--- config.mk ---
export PLATFORM = sky130hd
export DESIGN_NAME = clk_div_gen
export DESIGN_NICKNAME = d
export VERILOG_FILES = /design/src/rtl/clk_div_gen.sv
export SDC_FILE = /design/constraint.sdc
export NUM_CORES = 1
export LEC_CHECK = 0
export CAP_MARGIN = 25
export CELL_PAD_IN_SITES_DETAIL_PLACEMENT = 0
export CELL_PAD_IN_SITES_GLOBAL_PLACEMENT = 1
export CORE_MARGIN = 2
export CORE_UTILIZATION = 40
export CTS_CLUSTER_SIZE = 40
export DETAILED_ROUTE_END_ITERATION = 16
export GPL_TIMING_DRIVEN = 0
export PLACE_DENSITY_LB_ADDON = 0.1
export SLEW_MARGIN = 20
export SYNTH_ARGS = -nofsm -noshare
export SYNTH_HDL_FRONTEND = slang
export SYNTH_SLANG_ARGS = --single-unit
--- constraint.sdc ---
create_clock -name clk_8f -period 3.9 [get_ports clk_8f]
set_input_delay 0.78 -clock clk_8f [delete_from_list [all_inputs] [get_ports clk_8f]]
set_output_delay 0.78 -clock clk_8f [all_outputs]
set_load 0.05 [all_outputs]
--- src/rtl/clk_div_gen.sv ---
// clk_div_gen: aligned binary-divided clocks, programmable even divider and lock status from clk_8f
// Optional per-output rising-edge strobes (rise_stb) are built when CLK_GEN_STROBE_EN is defined.
module clk_div_gen #(
  parameter int NUM_OUT = 3,
  parameter int RATIO_W = 4
) (
  input  logic               clk_8f,
  input  logic               reset,
  input  logic               en,
  input  logic               sync,
  input  logic [RATIO_W-1:0] div_half,
  output logic [NUM_OUT-1:0] clk_div,
  output logic               clk_prog,
  output logic               locked
`ifdef CLK_GEN_STROBE_EN
  ,
  output logic [NUM_OUT-1:0] rise_stb
`endif
);
  logic [NUM_OUT-1:0] cnt_q, cnt_d, clk_div_q, clk_div_d, tog;
  logic [RATIO_W-1:0] pcnt_q, pcnt_d, half_lat_q, half_lat_d;
  logic               clk_prog_q, clk_prog_d, locked_q, locked_d, run_q, run_d;
  logic               restart, ptog;
  always_comb begin
    tog[0] = 1'b1;
    for (int i = 1; i < NUM_OUT; i++) tog[i] = tog[i-1] & ~cnt_q[i-1];
    // run_q remembers that the previous edge was already running, so only the first en=1 edge restarts
    restart    = en & (~run_q | sync);
    ptog       = pcnt_q == half_lat_q;
    run_d      = en;
    cnt_d      = !en ? '0 : restart ? NUM_OUT'(1) : cnt_q + 1'b1;
    clk_div_d  = !en ? '0 : restart ? '1 : clk_div_q ^ tog;
    clk_prog_d = !en ? 1'b0 : restart ? 1'b1 : clk_prog_q ^ ptog;
    pcnt_d     = (!en | restart | ptog) ? '0 : pcnt_q + 1'b1;
    half_lat_d = (en & (restart | (ptog & ~clk_prog_q))) ? div_half : half_lat_q;
    locked_d   = en & ~restart & (locked_q | (&cnt_q));
  end
  always_ff @(posedge clk_8f) begin
    if (!reset) begin
      cnt_q      <= '0;
      clk_div_q  <= '0;
      clk_prog_q <= 1'b0;
      pcnt_q     <= '0;
      half_lat_q <= '0;
      locked_q   <= 1'b0;
      run_q      <= 1'b0;
    end else begin
      cnt_q      <= cnt_d;
      clk_div_q  <= clk_div_d;
      clk_prog_q <= clk_prog_d;
      pcnt_q     <= pcnt_d;
      half_lat_q <= half_lat_d;
      locked_q   <= locked_d;
      run_q      <= run_d;
    end
  end
  assign clk_div  = clk_div_q;
  assign clk_prog = clk_prog_q;
  assign locked   = locked_q;
`ifdef CLK_GEN_STROBE_EN
  logic [NUM_OUT-1:0] rise_stb_q, rise_stb_d;
  always_comb rise_stb_d = clk_div_d & ~clk_div_q;
  always_ff @(posedge clk_8f) rise_stb_q <= !reset ? '0 : rise_stb_d;
  assign rise_stb = rise_stb_q;
`endif
endmodule

### Routed clock nets over the placement, run 1

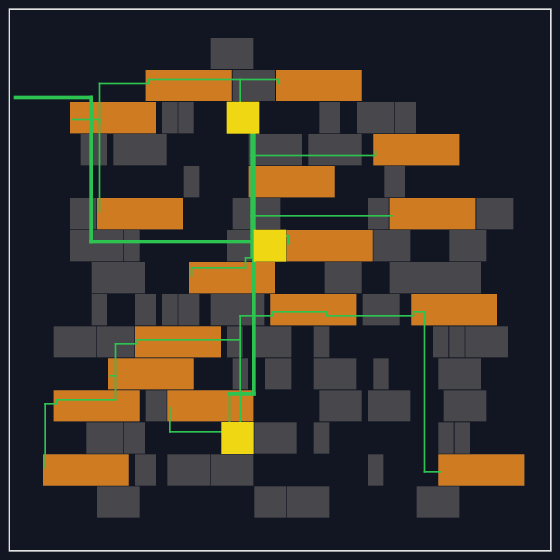
Key: flip-flops = orange [count 17]; clock wires = green [length 223 µm]; clock drivers = yellow [count 3]
There are 4 routed clock nets.
clk pwr: 0.0937 mW
clock latency on the worst-skew pair: 290 ps
Clock Skew: 2.34 ps

### Cell placement, run 1

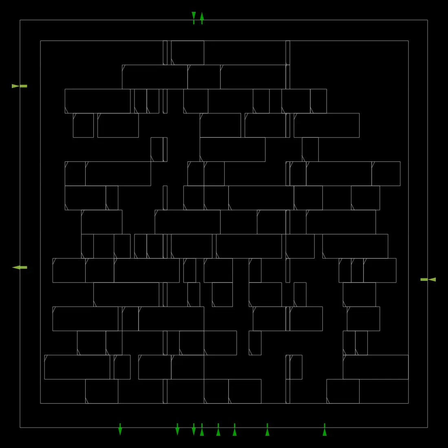
flip-flops: 17
filler cell count: 166
n_taps: 17
Non-Filler Instances: 100
Seq/total area: 39.7%

### The metal 2 layer, run 1

The bar under the picture is 10 µm long.
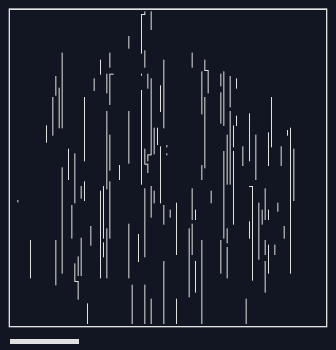
The longest straight run is 21.1 µm. 82 nets have wire on it. The wires run mostly vertical.
M2 GR Usage: 21.4%
routed via count: 504
final wirelength: 1100 µm

### Cell classes on the final placement, run 1

The bar under the picture is 10 µm long. Fill, decap, tap and diode cells in grey.
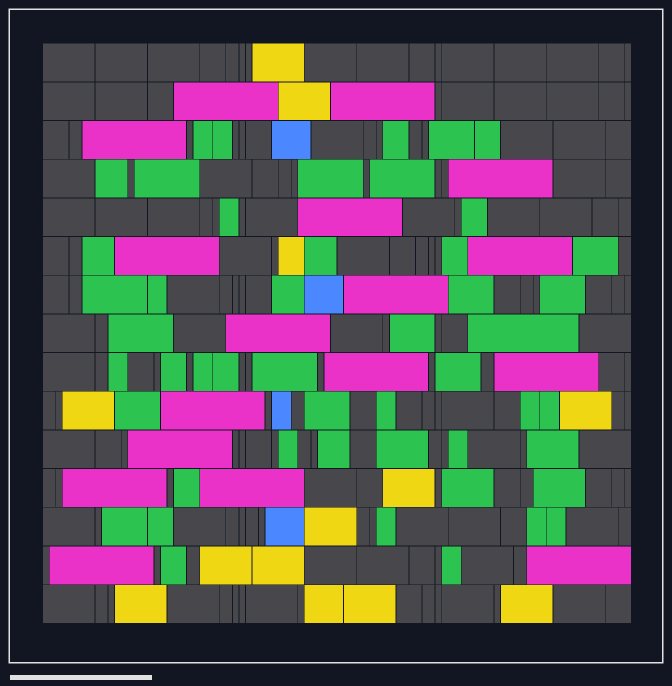
Key: sequential cells = magenta [cells 17]; clock drivers and dummy loads = blue [cells 4]; remaining buffers and delay cells = yellow [cells 13]; combinational and other logic = green [cells 49]
core area: 1690 µm²
Final Cell Area: 858 µm²
Core Util, Final: 50.8%
FP Rows: 15

[run 1: layout make-up]
class | instances | area, µm² | area share [%]
Timing Repair Buffer | 11 | 110 | 12.8
Sequential cell | 17 | 340 | 39.7
Inverter | 4 | 15.0 | 1.75
Multi-Input combinational cell | 45 | 333 | 38.8
Buffer | 2 | 12.5 | 1.46
Tap cell | 17 | 21.3 | 2.48
Clock buffer | 4 | 26.3 | 3.06
[run 1: per-layer routing]
layer	vias up	share of wire, %	track usage (%)
met5	-	0	0
met4	0	3.2	10.3
met3	5	3.2	4.76
met2	6	52	21.4
met1	240	42	14.5
li1	253	-	-
[run 1: cell usage after synthesis (all sizes together)]
library cell	count	area share, %
o21ai	1	1.3
nand2	10	5.7
nor2	2	1.1
buf	2	1.8
dfxtp	17	49
xnor2	2	2.5
ha	5	8.9
nand2b	1	0.89
nor3b	1	1.8
and3	2	1.8
inv	4	2.1
mux2i	4	5.7
nor4	1	3.0
a21oi	5	3.6
nor2b	1	0.89
nand3	1	0.71
nor3	3	2.1
xor2	6	7.5
[run 1: worst max-delay path by stage]
| stage | to | start | slack (ps) | depth (start not counted) |
|---|---|---|---|---|
| global placement | pcnt_q[3] | en | 1970 | 5 |
| detailed placement | half_lat_q[0] | sync | 1930 | 4 |
| global route | clk_div[2] | clk_div[2] | 1620 | 1 |
| CTS | clk_div[2] | clk_div[2] | 1650 | 1 |
| floorplan | half_lat_q[0] | clk_prog | 2480 | 4 |
| finish | clk_div[2] | clk_div[2] | 1660 | 1 |
[run 1: metrics by stage]
step	hold WS [ps]	setup WS, ps	std cells	power (mW)
after floorplan	450	2480	68	0.220
after global placement	419	1970	96	0.235
after detailed placement	431	1930	96	0.236
after CTS	445	1650	100	0.330
after global routing	487	1620	100	0.342
final	441	1660	100	0.325
[run 1: state kept, by name, summed over array words and instances, names as in the netlist]
register    count
clk_div         3
cnt_q           3
half_lat_q      4
pcnt_q          4
clk_prog        1
run_q           1
locked          1
[run 1: power groups by stage]
stage	clock network, mW	logic [mW]	registers, mW
4_1_cts	0.0983	0.0474	0.185
2_1_floorplan	0	0.0236	0.196
3_3_place_gp	0	0.0467	0.189
3_5_place_dp	0	0.0472	0.189
5_1_grt	0.105	0.0507	0.185
6_report	0.0937	0.0464	0.185
[run 1: kinds of logic (layout without fill, tap and decap cells)]
group           count (synthesis)  after routing
compound gates                  6              6
fa+ha+maj                       5              5
buf+inv                         6             21
flops                          17             17
simple gates                   22             22
mux                             4              4
xor+xnor                        8              8
==> results.json, run 1 <==
{
  "yosys.stat.seqShare_pct": 48.6,
  "fin_crit_sh_pct": 57.4,
  "synth-xor-area-share_pct": 10.0,
  "grt.total_usage_pct": 13.5,
  "crit_buf_inv": 1,
  "fp_nets": 81,
  "drtIter0Drc": 4,
  "setup_violations": 0,
  "worstPathRequired_ps": 3120,
  "grt_pass1_wl_um": 1920,
  "cts_tree": "built",
  "aoi_share_pct": 4.82,
  "die_h_um": 45.9,
  "gp_congestion": 0.700,
  "min-delay-start": "clk_div[0]",
  "cpLargestDelayFamily": "buffers and inverters",
  "tightestPinTransition_ps": 492,
  "synth_flops": 17,
  "dp_hpwl_um": 838,
  "run_status": "complete, no violations",
  "area_delta_synth_final_pct": 22.5,
  "mostFrequentLayoutCell": "dfxtp_1",
  "cts_buffers": 3,
  "crit_path_top_delay_cell": "clkdlybuf4s50_1",
  "slew_headroom_pct": 67.1,
  "dpl_cell_area_um2": 832,
  "openroad.warnings": 27,
  "clk_path_buf_depth": 2,
  "p_sw_mw": 0.0837,
  "yosys_warnings": 0,
  "via_per_inst": 5.04,
  "port_buffers": 11,
  "power.density_nw_per_um2": 378,
  "htree_levels": 1,
  "finalHoldViolCount": 0,
  "top_logic_kind": "simple AND/OR/NAND/NOR gates",
  "pwr-share-clk_pct": 28.9,
  "reg2reg_from": "pcnt_q[0]",
  "worstHoldPathType": "reg -> reg",
  "r2r_end": "half_lat_q[0]",
  "rsz0062_at_grt": "false",
  "max_stage_delay_ps": 810,
  "max_freq_ghz": 0.447,
  "reg2reg_slack_ps": 2350,
  "crit_path_start_kind": "register",
  "hold_end": "clk_div[0]",
  "antenna_cells": 0,
  "cts_resized": 0,
  "final_max_slew_viol_count": 0,
  "drtPass1Iterations": 4,
  "numClockSinks": 17,
  "clk_pin_slew_ps": 90,
  "syn_area_um2": 701,
  "holdPathStages": 1,
  "worstSetupPathType": "reg -> out",
  "cp-end-kind": "output pin",
  "pwr-share-seq_pct": 56.8,
  "adder_share_pct": 8.93,
  "yosysChipArea_um2": 701,
  "reg2reg_depth": 5,
  "mux_share_pct": 5.71,
  "die_w_um": 45.9,
  "wl_per_cell_um": 11.0,
  "fp_util_pct": 41.5,
  "most-common-layout-cells": "17 x dfxtp_1, 11 x clkdlybuf4s50_1, 9 x nand2_1",
  "ioPinCount": 13,
  "cts_setup_buffers": 0,
  "dieArea_um2": 2100,
  "root_buffer": "clkbuf_4",
  "final_nets": 97,
  "antenna_found_initial": 0,
  "postCtsHoldBufs": 0,
  "grt.overflow.total": 0,
  "min_period_ps": 2240,
  "simple_gate_share_pct": 18.0,
  "ys_cells": 68,
  "arrival_ps": 1460,
  "postRouteAntennaNets": 0,
  "worstPathMaxFanout": 2,
  "grt_pass1_vias": 479,
  "tns_ps": 0,
  "crit_chain": "clkdlybuf4s50_1",
  "layout-drive-gt1-share_pct": 10.8,
  "syn_avg_cell_area_um2": 10.3,
  "maxCapViolCount": 0,
  "drcViolationCount": 0,
  "power_frac_comb_pct": 14.3,
  "p_leak_nw": 0.390,
  "p_int_mw": 0.241,
  "ir_worst_vdd_uv": 214,
  "grt_max_degree": 10,
  "synth_cell_types": 20,
  "switching_share_pct": 25.8
}
==> run 2: changes to the inputs <==
--- a/config.mk
+++ b/config.mk
@@ -9,7 +9,7 @@
 export CELL_PAD_IN_SITES_DETAIL_PLACEMENT = 0
 export CELL_PAD_IN_SITES_GLOBAL_PLACEMENT = 1
 export CORE_MARGIN = 2
-export CORE_UTILIZATION = 40
+export CORE_UTILIZATION = 34
 export CTS_CLUSTER_SIZE = 40
 export DETAILED_ROUTE_END_ITERATION = 16
 export GPL_TIMING_DRIVEN = 0
==> constraint.sdc (replaced) <==
create_clock -name clk_8f -period 1.9 [get_ports clk_8f]
set_input_delay 0.38 -clock clk_8f [delete_from_list [all_inputs] [get_ports clk_8f]]
set_output_delay 0.38 -clock clk_8f [all_outputs]
set_load 0.05 [all_outputs]
### Routed clock nets over the placement, run 2

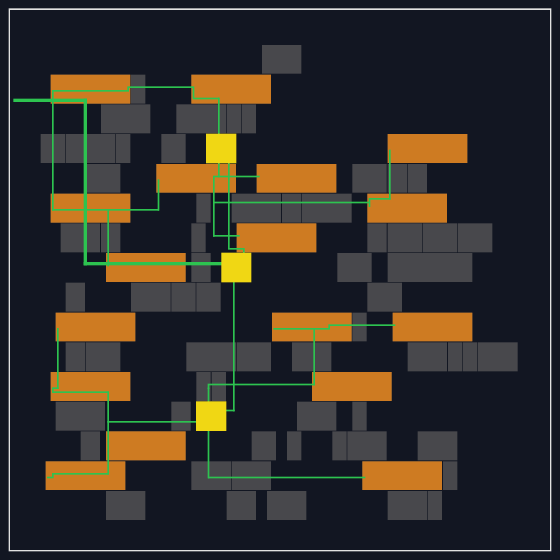
Key: clock wires = green [length 234 µm]; clock drivers = yellow [count 3]; flip-flops = orange [count 17]
Position of the flops: all over the die.
clk pwr: 0.191 mW
Clock Skew: 2.57 ps
clock latency on the worst-skew pair: 280 ps
clock network fraction of total power: 28.7%

### The metal 2 layer, run 2

The bar under the picture is 10 µm long.
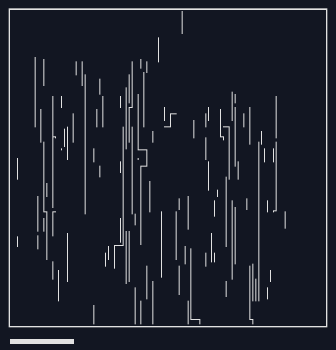
The layer carries 546 µm of wire. The layer holds 50% of the routed length. The wires run mostly vertical. 77 nets have wire on it. The longest straight run is 24.8 µm.
M2 GR Usage: 16.0%
routed via count: 477

==> run 2 against run 1 <==
Sequential share of layout area shrank 0.68 points. Global-route usage decreased by 2.8 points. Via count fell by 5.4%. Cell count increased by 10%. First-iteration DRC count grew 25%. Hold slack got worse by 39 ps. Largest power group unchanged.
==> results.json, run 2 <==
{
  "wl_per_cell_um": 9.98,
  "worstPathRequired_ps": 1520,
  "synth_top_area_share_pct": 48.6,
  "postRouteAntennaNets": 0,
  "reg2reg_from": "pcnt_q[0]",
  "drtPass1Iterations": 2,
  "grt.total_usage_pct": 10.7,
  "mostFrequentLayoutCell": "dfxtp_1",
  "area_leaders": "dfxtp_1 49%, ha_1 8.9%, xor2_1 7.5%",
  "crit_path_start_kind": "register",
  "area_delta_synth_final_pct": 24.6,
  "final_nets": 97,
  "r2r_end": "half_lat_q[0]",
  "fp_nets": 81,
  "crit_start": "clk_div[2]",
  "drcViolationCount": 0,
  "grt-busiest-layer": "met2",
  "grt.overflow.total": 0,
  "async_flop_share_pct": 0,
  "grt_max_degree": 10,
  "maxCapViolCount": 0,
  "coreArea_um2": 1960,
  "drtIter0Drc": 5,
  "yosys_warnings": 0,
  "cpLargestDelayFamily": "buffers and inverters",
  "edf_count": 0,
  "crit_path_top_delay_cell": "clkdlybuf4s50_1",
  "crit_buf_inv": 1,
  "most-common-layout-cells": "17 x dfxtp_1, 10 x clkdlybuf4s50_1, 9 x nand2_1",
  "clk_pin_slew_ps": 100,
  "top_regs": "half_lat_q x4, pcnt_q x4",
  "finalHoldViolCount": 0,
  "grt_use_met1_pct": 13.4,
  "setup_violations": 0,
  "openroad.warnings": 27,
  "syn_area_um2": 701,
  "antenna_cells": 0,
  "min_period_ps": 1840,
  "worstSetupPathType": "reg -> out",
  "arrival_ps": 1460,
  "slew_headroom_pct": 66.7,
  "placementRows": 16,
  "ys_cells": 68,
  "run_status": "complete, no violations",
  "reg2reg_depth": 5,
  "fin_ws_ps": 64.2,
  "fp_util_pct": 35.7,
  "dpl_cell_area_um2": 845,
  "yosysChipArea_um2": 701,
  "flop_cell": "dfxtp_1",
  "cts_setup_buffers": 0,
  "yosys.stat.seqShare_pct": 48.6,
  "design_area_um2": 873,
  "hold_ws_ps": 401,
  "port_buffers": 11,
  "dp_hpwl_um": 817,
  "fin_crit_sh_pct": 96.6,
  "tightestPinTransition_ps": 498,
  "cts_tree": "built",
  "cp-end-kind": "output pin",
  "grt_pass1_vias": 427,
  "syn_avg_cell_area_um2": 10.3,
  "post-place-ws_ps": 333,
  "critPathCapture": "clk_div[2]",
  "ioPinCount": 13,
  "synth_area_leader_cell": "dfxtp_1",
  "max_stage_delay_ps": 810,
  "synth_flops": 17,
  "path_depth": 1,
  "cts_buffers": 3,
  "postCtsHoldBufs": 0,
  "antenna_found_initial": 0,
  "tns_ps": 0,
  "power_mw": 0.665,
  "worstPathMaxFanout": 2,
  "gp_congestion": 0.636,
  "clk_path_buf_depth": 2,
  "htree_levels": 1,
  "grt_pass1_wl_um": 1910,
  "synth_cell_types": 20,
  "numClockSinks": 17,
  "rsz0062_at_grt": "false",
  "reg2reg_slack_ps": 360,
  "root_buffer": "clkbuf_4",
  "worstHoldPathType": "in -> reg",
  "power.density_nw_per_um2": 762,
  "crit_chain": "clkdlybuf4s50_1",
  "final_max_slew_viol_count": 0,
  "gr-usage-met3_pct": 2.15,
  "most_common_cell": "dfxtp_1",
  "wl_um": 1100,
  "die_h_um": 49.4,
  "via_per_inst": 4.34,
  "die_w_um": 49.4,
  "max_freq_ghz": 0.545,
  "common_cells": "17 x dfxtp_1, 9 x nand2_1, 6 x xor2_1, 5 x a21oi_1, 5 x ha_1",
  "dieArea_um2": 2440,
  "p_leak_nw": 0.405,
  "synth_cells": 68,
  "ir_worst_vdd_uv": 383,
  "layout-drive-gt1-share_pct": 10.8
}
==> run 2: cell counts after synthesis <==
No cell type changed its count.
==> run 2: stage by stage <==
stage               util [%]  std cells
floorplan                  -         68
global route            44.5        110
finish                  44.5        110
detailed placement      43.0        106
global placement        43.0        106
CTS                     44.4        110
==> run 2: cells by family (layout without fill, tap and decap cells) <==
family                     Yosys count  count (layout)  synth area share [%]
DFF                                 17              17                  48.6
adders and majority gates            5               5                  8.93
and+or+nand+nor                     22              22                  18.0
muxes                                4               4                  5.71
xor gates and xnor gates             8               8                  10.0
buffers and inverters                6              21                  3.93
AOI/OAI and AO/OA                    6               6                  4.82
==> run 2: metal layers <==
metal,vias to the layer above,share of wire [%],wire [µm]
met5,-,0,0
met4,0,1.3,14
met3,2,3.1,34
met2,5,50,546
met1,219,46,502
li1,251,-,-
==> run 2: what timing repair did <==
action                                 in CTS  in global routing
endpoints found under the hold margin       0                  0
gates resized                               0                  1
setup endpoints to repair                   0                  1
==> run 2: tightest hold or removal path, cell delays in order <==
cell,delay (ps)
buf_4,140
nand2_1,60
mux2i_1,50
==> run 2: how the worst min path moves through the flow <==
stage / startpoint / end / slack, ps / depth (start not counted)
2_1_floorplan: half_lat_q[0] / half_lat_q[0] / 450 / 2
3_3_place_gp: clk_div[0] / clk_div[0] / 420 / 1
3_5_place_dp: clk_div[0] / clk_div[0] / 430 / 1
4_1_cts: reset / half_lat_q[0] / 390 / 3
5_1_grt: reset / half_lat_q[2] / 380 / 3
6_report: reset / half_lat_q[0] / 400 / 3
==> run 2: final cells by class <==
type                            count  area (µm²)
Tap cell                           27        33.8
Multi-Input combinational cell     45         333
Inverter                            4        15.0
Sequential cell                    17         340
Fill cell                         219        1090
Timing Repair Buffer               11         113
Buffer                              2        12.5
Clock buffer                        4        26.3
==> run 2: where the power goes <==
part	internal (mW)	switching [mW]	total [mW]
clock	0.0815	0.110	0.191
sequential	0.370	0.00892	0.379
combinational	0.0434	0.0519	0.0953
total	0.495	0.170	0.665
==> run 3: changes to the inputs <==
--- a/config.mk
+++ b/config.mk
@@ -14,7 +14,6 @@
 export DETAILED_ROUTE_END_ITERATION = 16
 export GPL_TIMING_DRIVEN = 0
 export PLACE_DENSITY_LB_ADDON = 0.1
-export SLEW_MARGIN = 20
 export SYNTH_ARGS = -nofsm -noshare
 export SYNTH_HDL_FRONTEND = slang
 export SYNTH_SLANG_ARGS = --single-unit
==> constraint.sdc (replaced) <==
create_clock -name clk_8f -period 1.54 [get_ports clk_8f]
set_input_delay 0.308 -clock clk_8f [delete_from_list [all_inputs] [get_ports clk_8f]]
set_output_delay 0.308 -clock clk_8f [all_outputs]
set_load 0.05 [all_outputs]
### Cell placement, run 3

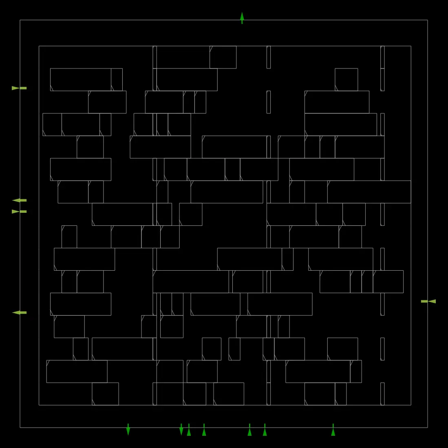
filler cell count: 211
core area: 1960 µm²
n_taps: 27
Core Util, Final: 49.6%
Seq/total area: 36.5%

### Cell classes on the final placement, run 3

The bar under the picture is 10 µm long. Fill, decap, tap and diode cells in grey.
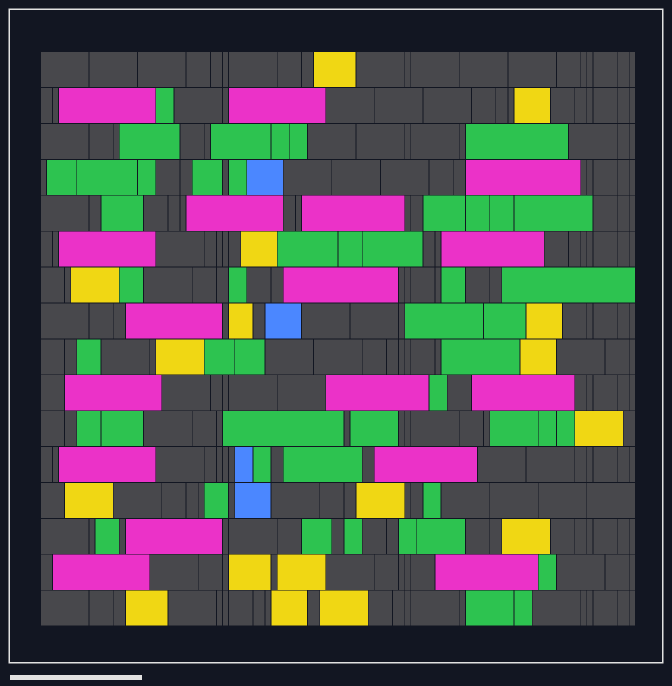
Key: combinational and other logic = green [cells 49]; sequential cells = magenta [cells 17]; clock drivers and dummy loads = blue [cells 4]; remaining buffers and delay cells = yellow [cells 17]
FP Rows: 16
Final Cell Area: 973 µm²

==> run 3 against run 2 <==
Routed wire length rose by 12%. Setup slack better by 10 ps. Sequential share of layout area down 2.5 points. Hold slack worse by 85 ps. Clock-buffer cell count did not move. Design area is 11% higher. Register-to-register slack worse by 250 ps. Die area unchanged. Sequential power increased by 24%. Clock skew grew 3.9 ps. Via count rose by 2.3%. Combinational power is 55% higher. Critical endpoint is now clk_div[1]. Largest cell class is now logic gates.
==> results.json, run 3 <==
{
  "clk_path_buf_depth": 2,
  "cts_tree": "built",
  "fin_skew_ps": 6.47,
  "most-common-layout-cells": "9 x nand2_1, 9 x dfxtp_1, 6 x dfxtp_2, 6 x clkdlybuf4s50_1",
  "area_leaders": "dfxtp_1 49%, ha_1 8.9%, xor2_1 7.5%",
  "p_int_mw": 0.628,
  "logic_area_um2": 394,
  "grt_pass1_vias": 447,
  "cpLargestDelayFamily": "buffers and inverters",
  "grt.overflow.total": 0,
  "final_nets": 101,
  "critPathCapture": "clk_div[1]",
  "htree_levels": 1,
  "max_stage_delay_ps": 510,
  "pwr-share-seq_pct": 54.9,
  "fin_crit_sh_pct": 95.2,
  "crit_start": "clk_div[1]",
  "reg2reg_depth": 6,
  "drtPass1Iterations": 2,
  "clk_pin_slew_ps": 100,
  "gp_congestion": 0.636,
  "most_common_cell": "dfxtp_1",
  "antenna_cells": 0,
  "syn_area_um2": 701,
  "dieArea_um2": 2440,
  "switching_share_pct": 26.4,
  "p_leak_nw": 0.431,
  "fin_ws_ps": 74.2,
  "yosys.stat.seqShare_pct": 48.6,
  "setup_violations": 0,
  "syn_avg_cell_area_um2": 10.3,
  "synth_top_area_share_pct": 48.6,
  "fp_util_pct": 35.7,
  "grt_pass1_wl_um": 2000,
  "yosysChipArea_um2": 701,
  "grt_max_degree": 10,
  "p_sw_mw": 0.225,
  "synth_cell_types": 20,
  "worstHoldPathType": "in -> reg",
  "final_max_slew_viol_count": 0,
  "flop_cell": "dfxtp_1",
  "min_period_ps": 1470,
  "top_regs": "half_lat_q x4, pcnt_q x4",
  "edf_count": 0,
  "async_flop_share_pct": 0,
  "synth_flops": 17,
  "max_freq_ghz": 0.682,
  "layout-drive-gt1-share_pct": 29.9,
  "stdcell_count": 114,
  "drtIter0Drc": 3,
  "wl_um": 1240,
  "reg2reg_slack_ps": 110,
  "crit_path_start_kind": "register",
  "post-place-ws_ps": -8.35,
  "maxCapViolCount": 0,
  "root_buffer": "clkbuf_4",
  "via_per_inst": 4.28,
  "dp_hpwl_um": 817,
  "arrival_ps": 1160,
  "num_vias": 488,
  "openroad.warnings": 27,
  "crit_path_top_delay_cell": "clkdlybuf4s15_1",
  "cp-end-kind": "output pin",
  "synth_area_leader_cell": "dfxtp_1",
  "seq_area_um2": 355,
  "ys_cells": 68,
  "grt.total_usage_pct": 11.3,
  "run_status": "complete, no violations",
  "tightestPinTransition_ps": 486,
  "finalHoldViolCount": 0,
  "dpl_cell_area_um2": 845
}
==> run 3: cell counts after synthesis <==
No cell type changed its count.
==> run 3: kinds of logic (layout without fill, tap and decap cells) <==
logic type               count (synthesis)  count (layout)  share of synthesized area [%]
multiplexers                             4               4                           5.71
buffers and inverters                    6              25                           3.93
flip-flops                              17              17                           48.6
AND/OR/NAND/NOR                         22              22                           18.0
adder cells (fa/ha/maj)                  5               5                           8.93
XOR/XNOR                                 8               8                           10.0
AND-OR/OR-AND                            6               6                           4.82
==> run 3: worst min path at each step <==
stage / endpoint / slack, ps / cells past startpoint / startpoint
2_1_floorplan: half_lat_q[0] / 450 / 2 / div_half[0]
3_3_place_gp: clk_div[0] / 420 / 1 / clk_div[0]
3_5_place_dp: clk_div[0] / 430 / 1 / clk_div[0]
4_1_cts: half_lat_q[0] / 320 / 3 / reset
5_1_grt: half_lat_q[2] / 300 / 3 / reset
6_report: half_lat_q[0] / 320 / 3 / reset
==> run 3: power groups by stage <==
stage	logic (mW)	clock network (mW)	registers [mW]
2_1_floorplan	0.0598	0	0.497
3_3_place_gp	0.119	0	0.478
3_5_place_dp	0.120	0	0.478
4_1_cts	0.128	0.248	0.470
5_1_grt	0.159	0.277	0.471
6_report	0.148	0.237	0.469
==> run 3: layout make-up <==
class                      count  area share [%]
buffer                         2            1.29
clock buffer                   4            2.70
inverter                       4            1.54
multi-input combinational     45            40.5
sequential                    17            36.5
tap                           27            3.47
timing repair buffer          15            14.0
==> run 3: worst register-to-register path: cells and delay by family, from the launching register on <==
| kind | cells | cell delay [ps] |
|---|---|---|
| xor+xnor | 1 | 180 |
| flops | 1 | 350 |
| compound gates | 1 | 70 |
| buf+inv | 1 | 180 |
| fa+ha+maj | 1 | 140 |
| mux | 1 | 130 |
| simple gates | 1 | 270 |
==> run 3: layer usage <==
metal,up-vias,part of all wire [%],track usage (%)
met5,-,0,0
met4,0,1.1,8.33
met3,2,2.8,2.15
met2,5,49,17.6
met1,226,47,13.7
li1,255,-,-
==> run 3: per-stage QoR <==
stage / hold WS (ps) / TNS [ps] / power, mW
after floorplan: 447 / 0 / 0.557
after global placement: 420 / -14.1 / 0.596
after detailed placement: 427 / -22.0 / 0.597
after CTS: 320 / 0 / 0.846
after global routing: 303 / 0 / 0.908
final: 317 / 0 / 0.854
==> run 3: repair_timing <==
| action | 4_1_cts | 5_1_grt |
|---|---|---|
| resized | 12 | 13 |
| buffers inserted | 1 | 3 |
| setup endpoints to repair | 9 | 6 |
| pin swaps | 1 | 4 |

==> gallery <==
Power grid.
Pins as bars on the die edge. Tap cells in grey.
image #1
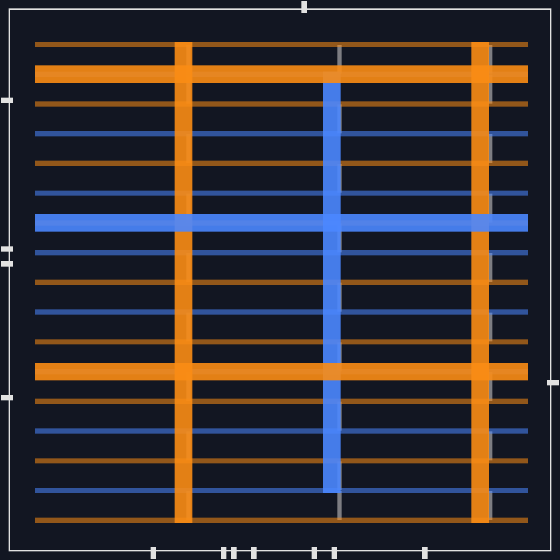
image #2
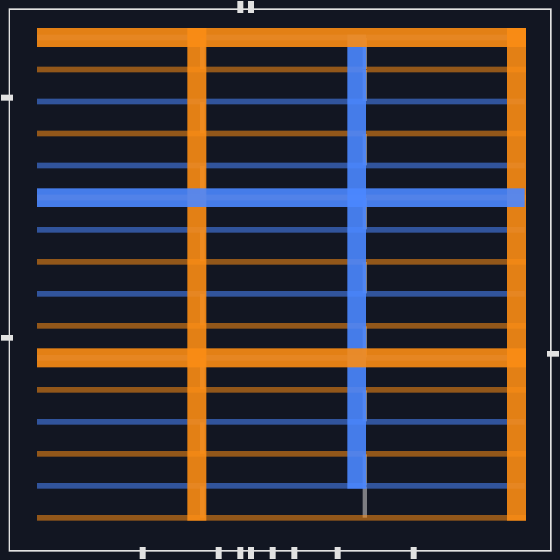
For run 1, see image #2.
For run 2, see image #1.

Key to image #1:
Key: VDD = blue; VSS = orange
27 tap cells. The core has 16 rows.

Power is estimated from default activity; no workload was simulated.
